==> run_1/ff_map.png <==
Scale: 3 px per um.
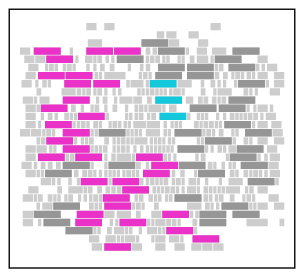
==> run_1/m3.png <==
Scale: 3 px per um.
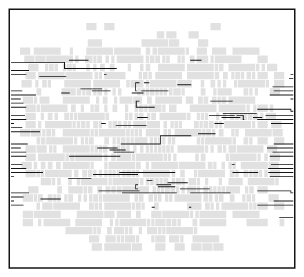
==> run_1/clock_wires.png <==
Scale: 4 px per um.
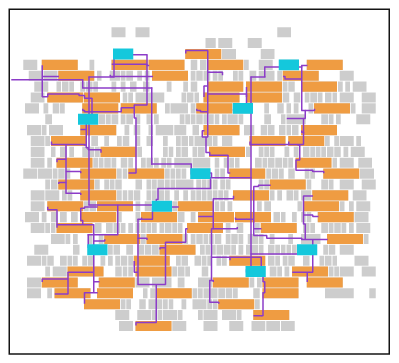
**config.mk**
```make
export PLATFORM = sky130hd
export DESIGN_NAME = seq_mag_comp
export DESIGN_NICKNAME = d
export VERILOG_FILES = /design/src/rtl/comp_pkg.sv /design/src/rtl/digit_cmp.sv /design/src/rtl/seq_mag_comp.sv
export SDC_FILE = /design/constraint.sdc
export NUM_CORES = 1
export LEC_CHECK = 0
export ABC_AREA = 1
export CAP_MARGIN = 20
export CORE_ASPECT_RATIO = 0.9
export CORE_MARGIN = 3
export CORE_UTILIZATION = 52
export DETAILED_ROUTE_END_ITERATION = 8
export PLACE_DENSITY = 0.9
export SYNTH_ARGS = -nofsm -noshare
export SYNTH_HDL_FRONTEND = slang
export SYNTH_HIERARCHICAL = 1
export SYNTH_SLANG_ARGS = --single-unit
```
**constraint.sdc**
```tcl
create_clock -name clk -period 2.7 [get_ports clk]
set_input_delay 0.54 -clock clk [delete_from_list [all_inputs] [get_ports clk]]
set_output_delay 0.54 -clock clk [all_outputs]
set_load 0.01 [all_outputs]
```
**src/rtl/comp_pkg.sv**
```systemverilog
// Shared types for the sequential magnitude comparator: FSM states, one-hot result
// encoding, and the slice-index width helper.
package comp_pkg;

    typedef enum logic {
        IDLE = 1'b0,
        CMP  = 1'b1
    } state_t;

    // Bit order matches the {gt, eq, lt} output flags
    typedef enum logic [2:0] {
        RES_NONE = 3'b000,
        RES_LT   = 3'b001,
        RES_EQ   = 3'b010,
        RES_GT   = 3'b100
    } res_t;

    function automatic int idx_bits(input int width, input int digit);
        int d;
        d = width / digit;
        return (d <= 1) ? 1 : $clog2(d);
    endfunction

endpackage

```
**src/rtl/digit_cmp.sv**
```systemverilog
// Purpose: unsigned DIGIT-bit slice compare producing gt/eq/lt.
// Latency: combinational, zero cycles.
// Backpressure: none; pure function of its inputs.
module digit_cmp #(
    parameter int DIGIT = 4
) (
    input  logic [DIGIT-1:0] a,
    input  logic [DIGIT-1:0] b,
    output logic             gt,
    output logic             eq,
    output logic             lt
);

    assign gt = (a > b);
    assign eq = (a == b);
    assign lt = (a < b);

endmodule

```
**src/rtl/seq_mag_comp.sv**
```systemverilog
// Purpose: WIDTH-bit magnitude compare, one DIGIT slice per cycle MSB first, early exit;
// signed compare is available when COMP_SIGNED_EN is defined.
// Latency: 1..WIDTH/DIGIT cycles from accepted start to done.
// Backpressure: start is ignored while busy=1; results are held until the next done.
module seq_mag_comp
    import comp_pkg::*;
#(
    parameter int WIDTH = 32,
    parameter int DIGIT = 4
) (
    input  logic             clk,
    input  logic             rst_n,
    input  logic             start,
    input  logic [WIDTH-1:0] a,
    input  logic [WIDTH-1:0] b,
`ifdef COMP_SIGNED_EN
    input  logic             signed_mode,
`endif
    output logic             busy,
    output logic             done,
    output logic             gt,
    output logic             eq,
    output logic             lt
);

    localparam int D  = WIDTH / DIGIT;
    localparam int IW = idx_bits(WIDTH, DIGIT);
    localparam logic [IW-1:0]    TOP_IDX  = IW'(D - 1);
    localparam logic [DIGIT-1:0] MSB_MASK = DIGIT'(1) << (DIGIT - 1);

    if (WIDTH % DIGIT != 0) begin : g_bad_width
        $error("seq_mag_comp: WIDTH must be a multiple of DIGIT");
    end

    state_t           state;
    logic [IW-1:0]    idx;
    logic [WIDTH-1:0] a_q;
    logic [WIDTH-1:0] b_q;
    res_t             res_q;
    logic             flip_msb;
    logic [DIGIT-1:0] a_sl;
    logic [DIGIT-1:0] b_sl;
    logic             s_gt;
    logic             s_eq;
    logic             s_lt;

`ifdef COMP_SIGNED_EN
    logic sgn_q;
    // Flipping the sign bit maps two's complement onto offset binary for the top slice
    assign flip_msb = sgn_q && (idx == TOP_IDX);
`else
    assign flip_msb = 1'b0;
`endif

    always_comb begin
        a_sl = DIGIT'(a_q >> (int'(idx) * DIGIT));
        b_sl = DIGIT'(b_q >> (int'(idx) * DIGIT));
        if (flip_msb) begin
            a_sl = a_sl ^ MSB_MASK;
            b_sl = b_sl ^ MSB_MASK;
        end
    end

    digit_cmp #(.DIGIT(DIGIT)) u_digit_cmp (
        .a  (a_sl),
        .b  (b_sl),
        .gt (s_gt),
        .eq (s_eq),
        .lt (s_lt)
    );

    always_ff @(posedge clk or negedge rst_n) begin
        if (!rst_n) begin
            state <= IDLE;
            idx   <= '0;
            a_q   <= '0;
            b_q   <= '0;
            busy  <= 1'b0;
            done  <= 1'b0;
            res_q <= RES_NONE;
`ifdef COMP_SIGNED_EN
            sgn_q <= 1'b0;
`endif
        end else begin
            done <= 1'b0;
            case (state)
                IDLE: begin
                    if (start) begin
                        a_q   <= a;
                        b_q   <= b;
`ifdef COMP_SIGNED_EN
                        sgn_q <= signed_mode;
`endif
                        idx   <= TOP_IDX;
                        busy  <= 1'b1;
                        state <= CMP;
                    end
                end
                CMP: begin
                    if (!s_eq) begin
                        res_q <= s_gt ? RES_GT : RES_LT;
                        done  <= 1'b1;
                        busy  <= 1'b0;
                        state <= IDLE;
                    end else if (idx == '0) begin
                        res_q <= RES_EQ;
                        done  <= 1'b1;
                        busy  <= 1'b0;
                        state <= IDLE;
                    end else begin
                        idx <= idx - 1'b1;
                    end
                end
                default: state <= IDLE;
            endcase
        end
    end

    assign {gt, eq, lt} = res_q;

    // Lowest slice-compare lt is implied by !gt && !eq
    logic unused_ok;
    assign unused_ok = s_lt;

endmodule

```
==> run notes, run 1 <==
Physical design

The run finished with clean final reports. The global-route usage over all layers stands at 0.227. OpenROAD emitted warnings numbering 27. TritonCTS built the clock tree.

Setup repair after global routing left no endpoint under its margin. The highest net fanout along the worst path stands at 34. The row count stands at 28. In this run the post-CTS setup repair buffer count came out at 0. The clock buffer count from CTS stands at 9. The layout summary lists the proportion of cells stronger than drive strength 1 as 0.0510.

Leaving out filler cells and counting taps, the final layout contains 639. Switching power as a fraction of the total was reported as 0.426. The mapped netlist covers 0.00368 sq mm. The final antenna diode tally reported by the flow is 0. In the final report, the number of endpoints failing setup comes to 0. In this run, placement finished with an instance count of 624. The post-detailed-route via-to-cell ratio stands at 5.12. The number of pins exceeding their max-slew limit in the final report stands at 0. The number of remaining DRC errors stands at 0. Pin placement for this block handled 72 I/O pins. In this run, post-CTS repair resized a total of 0 instances. The global-route wire length before repair stands at 14.5 mm. For this design, the sink count on the clock tree is 73. The power report puts the net switching power at 2.18 mW. The detail-routed net length per standard cell stands at 13.2 um. The total congestion overflow stands at 0. The leakage power total stands at 2.37 nW.

The area of the die stands at 0.00812 sq mm. The last weighted congestion value of the routability-driven placer stands at 0.859. The filler cells instantiated in the layout total 538. Of the total power, registers draw 0.349.

The initial antenna violation count stands at 0. At floorplan, the net count of the design was reported as 555. According to the finish report, the design has a final net count of 618. The maximum number of pins on one net before global-route repair stands at 74. The met2 track demand over resource stands at 0.364. Summing all multi-input logic gate instances after layout gives 0.00136 sq mm. The number of maximum-capacitance constraint violations stands at 0. According to the floorplan report, the die height is 85.8 um. Internal power comes to 2.93 mW. The depth of the CTS H-tree stands at 3. Clock tree synthesis selected as its root buffer the cell clkbuf_8. In the floorplan report the effective utilization is 0.547. The critical path is of the register to register type. The most critical min-delay path falls under primary input to async pin. The post-CTS clock slew at the launch and capture registers of the worst setup and hold paths stands at 0.07 ns. In this run the most used layer during global routing was met2. The shortest period the worst path allows stands at 2.40 ns. Buffers inserted to repair hold after CTS numbered 0.

As logged by OpenROAD, the buffers inserted on ports number 71. In this run the layout overhead on the synthesized area is reported as 23.7%. The share of total power in combinational logic stands at 0.495. The share of total power dissipated in the clock network is 0.156. The worst setup path is captured at a register. For the worst setup path, the data required time is 2.99 ns. Hold-check failures listed in the final report amount to 0. Nets still carrying antenna violations after routing amount to 0. The first-iteration detailed-routing DRC count stands at 261. Dividing the final minimum period by the clock period gives 0.888. The core box area stands at 0.00673 sq mm.

The mean post-synth cell area stands at 7.63 sq um. The critical path data arrival time stands at 2.69 ns. The largest vdd supply drop stands at 0.496 mV. Setup total negative slack on the finished layout was measured at 0 ns. STA classifies the critical path startpoint as a register. The power density over cell area stands at 1120 mW/mm^2. The final report gives the core utilization as 0.676. According to the floorplan report, the die width is 94.7 um.

The post-synthesis instance total stands at 482. The worst-case max-slew headroom was logged as 0.625. The iteration tally of the first detailed-router pass stands at 5. The via count of the first global-routing pass came to 3216. The tally of yosys warning messages stands at 6.

The maximum achievable frequency stands at 417 MHz. The maximum clock insertion buffer count stands at 2. The global routing usage on met1 stands at 0.300.

The HPWL after detailed placement stands at 5.94 mm. The transition time at the pin with the least slew margin stands at 0.562 ns.
## Picture notes: ff_map.png
- cyan: idx (sequential cells 3)
- magenta: a_q (sequential cells 32)
- not coloured: 38
Sequential cell area: 0.00183 sq mm
sequential power: 1.78 mW
share of the final layout cell area in sequential cells: 0.402

## Picture notes: m3.png
- nets with wire on the layer: 75
- main direction: horizontal
- share of all routed wire: 7.4%
Final Routed Wirelength: 8.44 mm
GRT met3 Usage: 0.0526
total number of vias: 3269

## Picture notes: clock_wires.png
- orange: flip-flops (count 73)
- purple: clock wires (length 871 um)
- cyan: clock-net drivers (count 9)
- flops lie: widely spread
- routed clock nets: 10
Clock Power: 795 uW
clock latency on the worst-skew pair: 0.35 ns
worst clock skew on the final layout: 0.00280 ns

-- run 1: worst max-delay path, stage by stage, from the launching register on --
cell	delay (ns)
dfrtp_1	0.41
inv_2	0.43
nand2_1	0.12
nand3_1	0.12
nand2_1	0.07
nand2_1	0.07
nand2_1	0.07
ha_1	0.30
nand2_1	0.05
nor2_1	0.19
nand3_1	0.20
nand2_1	0.18
nand2_1	0.08
nand2_1	0.06
-- run 1: state kept, by name, summed over array words and instances, names as in the netlist --
register	flops
res_q	3
idx	3
busy	1
done	1
state	1
b_q	32
a_q	32
-- run 1: cell type report --
class / count / area share
Clock buffer: 13 / 0.0371
Clock inverter: 2 / 0.00275
Inverter: 77 / 0.0635
Multi-Input combinational cell: 306 / 0.298
Sequential cell: 73 / 0.402
Tap cell: 90 / 0.0248
Timing Repair Buffer: 78 / 0.172
-- run 1: through the flow --
stage,setup slack (ns),hold slack [ns],area [sq um],total power [mW]
3_5_place_dp,0.380,0.500,4370,4.30
6_report,0.303,0.210,4550,5.11
4_1_cts,0.353,0.223,4550,5.09
5_1_grt,0.0903,0.242,4550,5.58
2_1_floorplan,0.791,0.244,3680,3.69
3_3_place_gp,0.602,0.490,4370,4.14
-- run 1: path summary, 6_finish.rpt --
kind / start / to / slack, ns / depth (start not counted)
max in group asynchronous: rst_n / a_q[3]$_DFFE_PN0P_ / 2.19 / 2
worst max register to register: idx[0]$_DFFE_PN0P_ / idx[1]$_DFFE_PN0P_ / 0.30 / 13
worst min-delay path: rst_n / b_q[20]$_DFFE_PN0P_ / 0.21 / 2
worst min register to register: res_q[0]$_DFFE_PN0P_ / res_q[0]$_DFFE_PN0P_ / 0.51 / 2
min in group clk: res_q[0]$_DFFE_PN0P_ / res_q[0]$_DFFE_PN0P_ / 0.51 / 2
worst max-delay path: idx[0]$_DFFE_PN0P_ / idx[1]$_DFFE_PN0P_ / 0.30 / 13
-- run 1: routing by layer --
| layer | share of wire | vias to the layer above | wire (um) |
|---|---|---|---|
| met2 | 0.47 | 131 | 3950 |
| met4 | 0.017 | 0 | 146 |
| met1 | 0.44 | 1526 | 3720 |
| li1 | - | 1596 | - |
| met5 | 0 | - | 0 |
| met3 | 0.074 | 16 | 621 |
-- run 1: layout by cell type (no fill, tap or decap), types with 2 or more instances in the layout --
master / n
buf_12: 2
nand3_1: 40
clkbuf_8: 12
nor2_1: 66
nand2_1: 123
dfrtp_1: 73
buf_4: 5
inv_2: 4
ha_1: 6
a21oi_1: 66
inv_1: 73
clkdlybuf4s50_1: 70
-- run 1: power by group through the flow --
stage               Combinational [mW]  Sequential, mW  Clock, mW
global route                      2.91            1.83      0.838
global placement                  2.36            1.78          0
CTS                               2.50            1.78      0.799
detailed placement                2.49            1.81          0
finish                            2.53            1.78      0.795
floorplan                         1.95            1.74          0
==> run_1/layers.png <==
Scale: 3 px per um.
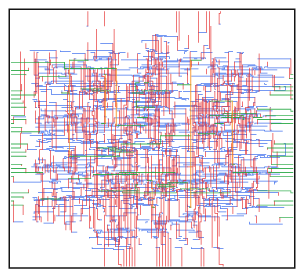

## Run 2: what changed since run 1
- PLACE_DENSITY: 0.9 -> 0.79
==> run_2/layers.png <==
Scale: 3 px per um.
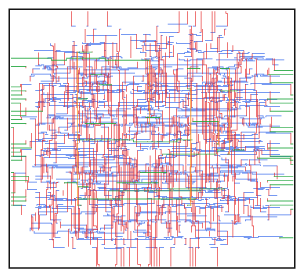
- green: M3 (wire length 517 um)
- red: M2 (wire length 3860 um)
- orange: M4 (wire length 147 um)
- blue: M1 (wire length 3650 um)
total number of vias: 3143
Final Routed Wirelength: 8.18 mm
Routed WL per cell: 12.8 um
All-Layer GR Usage: 0.217

==> run_2/clock_wires.png <==
Scale: 4 px per um.
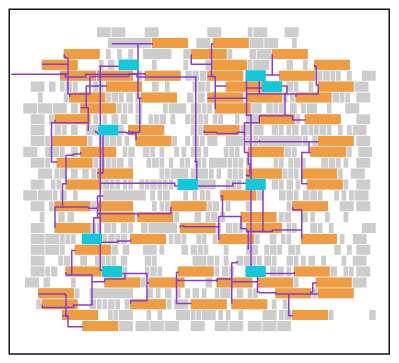
- purple: clock wires (length 883 um)
- cyan: clock-net drivers (count 9)
- orange: flip-flops (count 73)
- routed clock nets: 10
worst clock skew on the final layout: 0.00720 ns
power share of the clock group: 0.209
Clock Power: 1.13 mW

==> run notes, run 2 <==
Physical design

The global-route wire length before repair stands at 13.9 mm (-4.1%). The leakage power total stands at 2.41 nW (+1.8%). The utilization after layout was 0.689 (+0.0126).

The depth of the most critical reg-to-reg path stands at 12 (-1). The power density over cell area stands at 1160 mW/mm^2 (+3.7%). The worst setup path is captured at a register. The net count after synthesis stands at 555 (unchanged). The number of antenna cells inserted stands at 0 (unchanged).

The maximum clock insertion buffer count stands at 2 (unchanged). The number of instances in the placed design came to 624 (unchanged). The hold-fix buffer count after cts stands at 0 (unchanged). The worst hold slack after final layout stands at 0.158 ns (-0.0518 ns).

Looking at the clock tree report, the root buffer type is clkbuf_8. The worst-case setup margin in the final layout stands at 0.360 ns (+0.0568 ns). The endpoint required time on the critical path was 2.95 ns (-0.04 ns). The post-synthesis instance total is 482 (unchanged).

The iteration tally of the first detailed-router pass came to 4 (-1). The row count is 28 (unchanged). The library cell used most frequently in the layout, excluding fill and tap cells, is nand2_1. The width of the chip stands at 94.7 um (unchanged).

The count of cells resized by post-cts repair stands at 0 (unchanged). The transition time at the pin with the least slew margin is 0.556 ns (-0.00666 ns). Setup repair after global routing left no endpoint under its margin. The last weighted congestion value of the routability-driven placer stands at 0.852 (-0.84%).

The number of maximum-capacitance constraint violations came to 0 (unchanged). The worst setup path is launched from a register. The depth of the CTS H-tree was 3 (unchanged).

The flow ran to the end, and the final reports show no timing, DRC or antenna violations. The number of remaining DRC errors came to 0 (unchanged). The maximum number of pins on one net before global-route repair stands at 54 (-27%). The power consumption came to 5.40 mW (+5.6%). The tally of yosys warning messages stands at 6 (unchanged).

The total congestion overflow came to 0 (unchanged). The worst setup path is of the register to register kind. The shortest period the worst path allows stands at 2.34 ns (-0.0568 ns).

TritonCTS built the clock tree. The layout net count came to 618 (unchanged). The I/O pin count was 72 (unchanged).

The final cycle utilization of the critical path was 0.867 (-0.0210). The number of pins exceeding their max-slew limit in the final report is 0 (unchanged). The number of clock sinks was 73 (unchanged). The final hold violation count stands at 0 (unchanged).

The ratio of cells with drive above 1 in the final layout stands at 0.0545 (+0.00354). The mean post-synth cell area stands at 7.63 sq um (unchanged). STA reports the tightest min-delay check as being of type primary input to async pin. The overall die height stands at 85.8 um (unchanged). The number of OpenROAD warnings came to 27 (unchanged). The clock buffer count from CTS came to 9 (unchanged). The number of antenna-violating nets in the routed design is 0 (unchanged). The area of the die stands at 0.00812 sq mm (unchanged).

The final total negative setup slack stands at 0 ns (unchanged). The core box area stands at 0.00673 sq mm (unchanged). The post-detailed-route via-to-cell ratio is 4.91 (-4.0%). The number of setup buffers added after CTS stands at 0 (unchanged).

The count of input and output buffers stands at 71 (unchanged). The area after detailed placement stands at 0.00437 sq mm (unchanged). The HPWL after detailed placement stands at 5.74 mm (-3.3%). The area added between synthesis and finish stands at 26.0%.

The largest vdd supply drop was 0.529 mV (+6.6%). The most common logic cells in the final layout are nand2_1 (123), inv_1 (73), dfrtp_1 (73). The worst slew slack as a fraction of its limit stands at 0.629 (+0.00445).

The worst setup timing slack at the placement stage is 0.378 ns (-0.00154 ns). The initial standard-cell utilization of the core is 0.547 (unchanged). The maximum achievable frequency is 427 MHz (+2.4%). The number of cells in the finished layout apart from fillers stands at 640 (+0.16%).

The final design area excluding fillers stands at 0.00463 sq mm (+1.9%). The post-synthesis cell area stands at 0.00368 sq mm (unchanged). The initial antenna violation count came to 0 (unchanged). The post-CTS clock slew at the launch and capture registers of the worst setup and hold paths was 0.08 ns (about the same). In the final layout, the registers with the most flip-flops are a_q x32, b_q x32. The later-pin clock latency in the skew report stands at 0.35 ns (about the same). The total of endpoints with negative setup slack in the final report stands at 0 (unchanged).

The critical path data arrival time stands at 2.59 ns (-0.10 ns). The first-iteration detailed-routing DRC count is 152 (-42%). The highest net fanout along the worst path was 34 (unchanged). The via count of the first global-routing pass stands at 3135 (-2.5%).
## run 2: path summary, 6_finish.rpt
path,slack [ns],from,to
min,0.16,rst_n,b_q[14]$_DFFE_PN0P_
max,0.36,idx[0]$_DFFE_PN0P_,res_q[1]$_DFFE_PN0P_
max in group asynchronous,1.73,rst_n,a_q[11]$_DFFE_PN0P_
min reg2reg,0.51,res_q[2]$_DFFE_PN0P_,res_q[2]$_DFFE_PN0P_
min in group clk,0.51,res_q[2]$_DFFE_PN0P_,res_q[2]$_DFFE_PN0P_
max reg2reg,0.36,idx[0]$_DFFE_PN0P_,res_q[1]$_DFFE_PN0P_
## run 2: critical path: stages, from the launching register on
cell,delay [ns]
dfrtp_1,0.41
inv_2,0.43
nand2_1,0.12
nand3_1,0.11
nand2_1,0.06
nand2_1,0.07
nand2_1,0.05
ha_1,0.28
nand2_1,0.07
nor2_1,0.18
inv_1,0.08
nand2_1,0.15
a21boi_0,0.24
## run 2: power by group
group / internal [mW] / leakage (nW) / switching (mW)
registers: 1.59 / 0.813 / 0.181
clock network: 0.709 / 0.133 / 0.420
logic: 0.935 / 1.46 / 1.56
total: 3.24 / 2.41 / 2.16
## run 2: routing by layer
metal | up-vias | global-route usage | share of wire
met5 | - | 0 | 0
met4 | 0 | 0.0944 | 0.018
met2 | 96 | 0.346 | 0.47
li1 | 1594 | - | -
met1 | 1439 | 0.293 | 0.45
met3 | 14 | 0.0386 | 0.063
## run 2: area by class of cell
cell class / count / area (sq um)
Tap cell: 90 / 113
Multi-Input combinational cell: 306 / 1360
Timing Repair Buffer: 78 / 783
Clock buffer: 9 / 124
Fill cell: 562 / 2090
Sequential cell: 73 / 1830
Inverter: 77 / 289
Clock inverter: 7 / 143
Power and IR drop assume default switching activity.
